port_nets.png
The bar under the picture is 100 um long.
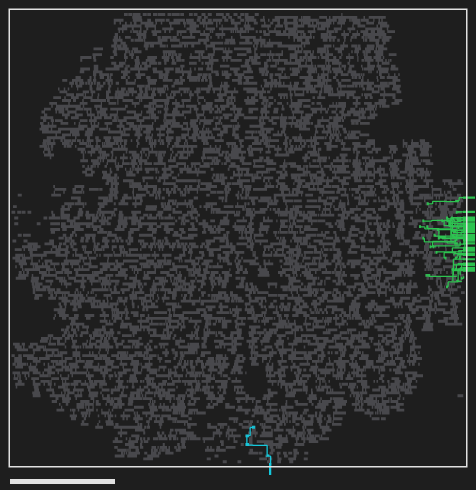
zoom.png
The bar under the picture is 10 um long. Window x 96 to 121, y 96 to 121 um. Cells in gray, sequential cells in the stronger gray; small squares are vias.
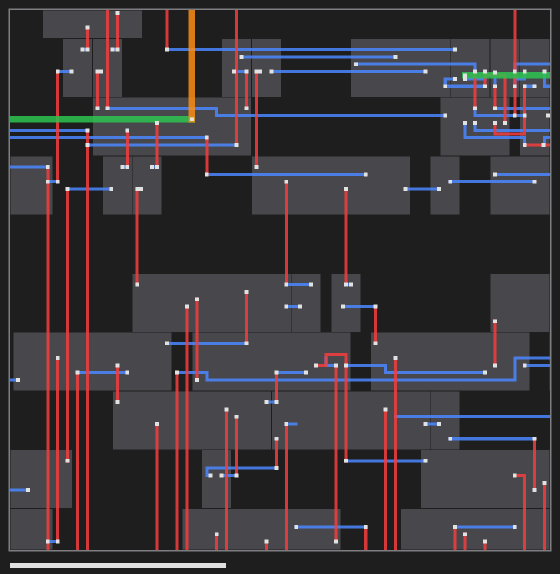
registers.png
The bar under the picture is 100 um long. Other sequential cells in the stronger gray, the rest of the logic in the fainter gray.
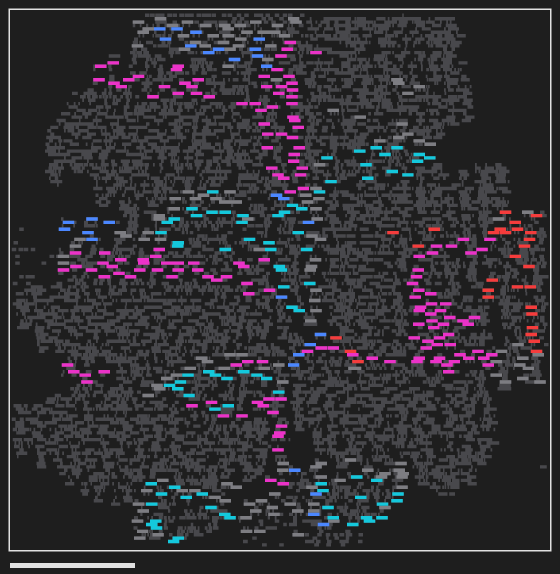
final_congestion.png
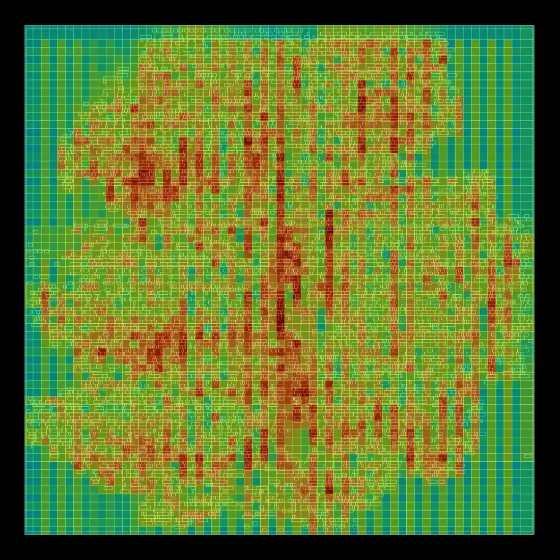
==> config.mk <==
export PLATFORM = sky130hd
export DESIGN_NAME = gps_track_channel
export DESIGN_NICKNAME = d
export VERILOG_FILES = /design/src/rtl/gps_track_channel.sv
export SDC_FILE = /design/constraint.sdc
export NUM_CORES = 2
export LEC_CHECK = 0
export ABC_CLOCK_PERIOD_IN_PS = 8100
export CAP_MARGIN = 20
export CORE_UTILIZATION = 35
export DETAILED_ROUTE_END_ITERATION = 8
export PLACE_DENSITY_LB_ADDON = 0.15
export SYNTH_ARGS = -nofsm -noshare
export SYNTH_HDL_FRONTEND = slang
export SYNTH_SLANG_ARGS = --single-unit
export TNS_END_PERCENT = 1
==> constraint.sdc <==
create_clock -name clk -period 8.1 [get_ports clk]
set_input_delay 2.43 -clock clk [delete_from_list [all_inputs] [get_ports clk]]
set_output_delay 2.43 -clock clk [all_outputs]
set_load 0.02 [all_outputs]
==> changes_impl.md <==
## Implementation

- CTS HTree Levels: 2
- Vias per cell: 4.79
- Synth Area per Inst: 9.30 um2
- CTS Hold Bufs: 0
- GP Congestion: 0.864
- Initial antenna violation count: 1
- #FFs+latches synth: 462
- Resized Gates After CTS: 0
- Standard-cell rows: 157
- Crit. End Element: flop
- Tmin final: 7.08 ns
- Final hold vios: 0
- Placed cell areas: 69300 um2
- # nets final: 8687
- # Post-CTS Setup Buffers: 0
- Share of cells above drive strength 1: 4.78%
- Total net switching power: 15.3 mW
- Top cells excl fill/tap: 1498 x inv_1, 1048 x fa_1, 765 x nand2_1
- VDD IR max: 0.336 mV
- Total tool warning count: 65
- Gr ovfl total: 0
- Syn Std Cell Area: 64900 um2
- Drt initial violations: 2099
- Most frequent logic cell in the layout: inv_1
- Outcome: finished, final reports clean
- Max Buffers Root-to-Sink: 3
- HPWL Detailed: 139000 um
- Chip area line of the yosys report: 64900 um2
- Seq share, synth: 17.8%
- ANT cells: 0
- Max Slew Vio Count: 0
- Core Box Area: 184000 um2
- Die height: 433 um
- DRC: 0
- Die width: 433 um
- Cell internal pwr: 13.8 mW
- Combinational power share: 76.3%
- CP delay by family, top: adder cells
- Dpl ws: 0.960 ns
- Slowest CP cell: dfrtp_1
- Max reg flops: 162
- CP Cell Sequence: clkinv_1 -> nor2_1 -> ha_1 -> fa_1 -> fa_1 -> inv_1 -> fa_1 -> inv_1 -> fa_1 -> inv_1 -> fa_1 -> inv_1 -> ha_1 -> a21oi_1 -> o211ai_1 -> a31oi_1 -> o22ai_1 -> or4_1 -> a31oi_1 -> a21oi_1 -> nor2_1 -> xnor2_1 -> mux2_2
- Worst hold stages: 2
- Critical Path Source Type: flop
- Fillers: 18600
- Overall Power: 29.1 mW
- Worst-margin pin slew: 0.994 ns
- Top area contributor share: 32.3%
- Reg power frac: 13.9%
- Crit-path max FO: 11
- Sw frac: 52.7%
- First-pass GRT wire length: 275000 um
- Slew margin rel.: 33.3%
- GRT Total Usage: 18.7%
- Num Clock Sinks: 462
- Most common reg cell: dfrtp_1
- Clock share of power: 9.8%
- Lkg Pwr: 37.0 nW
- Max-capacitance violation count: 0
- P&R area growth vs syn: 9.88%
- CTS tree: yes
- RSZ-0062 raised after global routing: no
- Reg2Reg Depth: 23
- Mapped Cells: 6980
- Synth area leader: fa_1
- Ratio of final minimum period to clock period: 87.4%
- Crit Path Category: reg2reg
- Via count: 45800
- Final clock skew: 0.0427 ns
- CTS Root Cell: clkbuf_16
- Most common cell type on the critical path: fa_1
- Vias in the first global route: 49100
- Fin Setup TNS: 0 ns
- Final setup vio count: 0
- Power per cell area: 408 nW/um2
- Largest net degree at the start of global routing: 119
- CP Buf/Inv Count: 5
- Detail Route Antenna Nets: 0
- Flip-flops with a built-in enable: 0
- YS warnings: 0
- Peak Freq: 141 MHz
- Cts bufs inserted: 60
- Cell count listed in synth_stat.txt: 6980
- Largest cells by area: fa_1 32%, dfrtp_1 18%, ha_1 11%, inv_1 8.7%, nand2_1 4.4%
- Post-route cell area: 71300 um2
- Crit path DRT: 8.65 ns
- Logic area: 47000 um2
- Hold Path Class: reg2reg
- Setup WS post-layout: 1.02 ns
- Cell depth of the worst setup path: 23
- Initial DRT Pass Iterations: 5
- Post-synth cell types: 84
- Reg clk slew, reported paths: 0.06 ns
- Synth async-reset ratio: 100%
- Pre-Place Util: 35.3%
- Max incr delay on CP: 0.61 ns
- Final WL: 168000 um
- Arr. time, crit path: 7.63 ns
- Reg-to-reg slack, setup: 1.02 ns
- Chip footprint: 187000 um2
- Late-Pin Clk Latency: 0.70 ns
Back to the opening pictures, port_nets.png:
lock_thresh: shown in green, bits 29, direction input, end cells 29, buffers 29, wire 926 um. prn_l: shown in cyan, bits 1, direction input, end cells 3, buffers 1, wire 67.4 um.
PortBufs: 161
I/O Pins: 162

Back to the opening pictures, zoom.png:
met1: shown in blue. met2: shown in red. met3: shown in green. met4: shown in orange.
Sequential cells in the window: 0. 29 logic cells have their middle in the window. Most frequent: inv_1 (11), fa_1 (11).

Back to the opening pictures, registers.png:
disc: shown in blue, sequential cells 30. sq_q: shown in magenta, sequential cells 162. p_prompt: shown in red, sequential cells 29. acc_q: shown in cyan, sequential cells 84.
Another 157 sequential cells are not colored.
Power Sequential: 4.05 mW
Reg area: 11600 um2
Seq area share: 16.2%
Util after Layout: 38.8%

Back to the opening pictures, final_congestion.png:
met3 Track Usage GR: 1.56%
DR WL/cell: 17.6 um
routing usage on met1: 24.7%

## cell usage after synthesis, types with 43 or more instances
cell type / instances
inv_1: 1498
fa_1: 1048
nand2_1: 767
ha_1: 554
dfrtp_1: 462
nor2_1: 309
xnor2_1: 254
and2_1: 231
a21oi_1: 215
o21ai_0: 202
clkbuf_1: 195
xor2_1: 142
mux2_2: 136
a21o_1: 118
o21ai_1: 92
nor2b_1: 85
nand3_1: 76
nor3_1: 56
and3_1: 43
nand2b_1: 43
## worst reg2reg max path: cells and delay by family, from the launching register on
| kind | cells | cell delay [ns] |
|---|---|---|
| buffers and inverters | 5 | 0.67 |
| multiplexers | 1 | 0.26 |
| XOR/XNOR | 1 | 0.07 |
| flip-flops | 1 | 0.61 |
| adder cells (fa/ha/maj) | 7 | 3.12 |
| AND-OR/OR-AND | 6 | 1.27 |
| AND/OR/NAND/NOR | 3 | 0.97 |
## cell families (layout without fill, tap and decap cells)
kind of cell / Yosys count / in the layout / share of synthesized area [%]
AND-OR/OR-AND: 920 / 920 / 8.90
XOR/XNOR: 396 / 396 / 5.34
multiplexers: 145 / 145 / 2.50
other: 1 / 4 / 0.00578
buffers and inverters: 1708 / 1818 / 9.89
flip-flops: 462 / 462 / 17.8
AND/OR/NAND/NOR: 1746 / 1746 / 12.6
adder cells (fa/ha/maj): 1602 / 1602 / 43.0
## power groups by stage
| stage | clock [mW] | sequential, mW | combinational [mW] |
|---|---|---|---|
| finish | 2.85 | 4.05 | 22.2 |
| global route | 3.04 | 4.18 | 25.2 |
| CTS | 2.96 | 4.08 | 22.7 |
| detailed placement | 0 | 4.12 | 22.6 |
| global placement | 0 | 4.10 | 22.4 |
| floorplan | 0 | 3.84 | 15.6 |
## per-stage QoR
step	hold slack, ns	utilization, %	instances
6_report	0.471	38.8	9557
5_1_grt	0.493	38.8	9557
4_1_cts	0.476	38.8	9557
3_5_place_dp	0.463	37.7	9447
3_3_place_gp	0.457	37.7	9446
2_1_floorplan	0.435	-	6983
## layout make-up
type / instances / share of cell area [%]
multi-input cells: 4813 / 65.9
clock inverters: 29 / 0.507
clock buffers: 81 / 2.40
flip-flops and latches: 462 / 16.2
repair buffers: 206 / 2.79
well taps: 2464 / 4.32
inverters: 1502 / 7.91
## metal layers
metal / vias to the layer above / wire length, um / GRT usage (%)
met4: 0 / 4740 / 4.88
met1: 23100 / 75200 / 24.7
met3: 163 / 4420 / 1.56
met5: - / 0 / 0
met2: 613 / 83700 / 32.9
li1: 21900 / - / -
Power figures rest on the tool's default switching activity, not on a simulated workload.
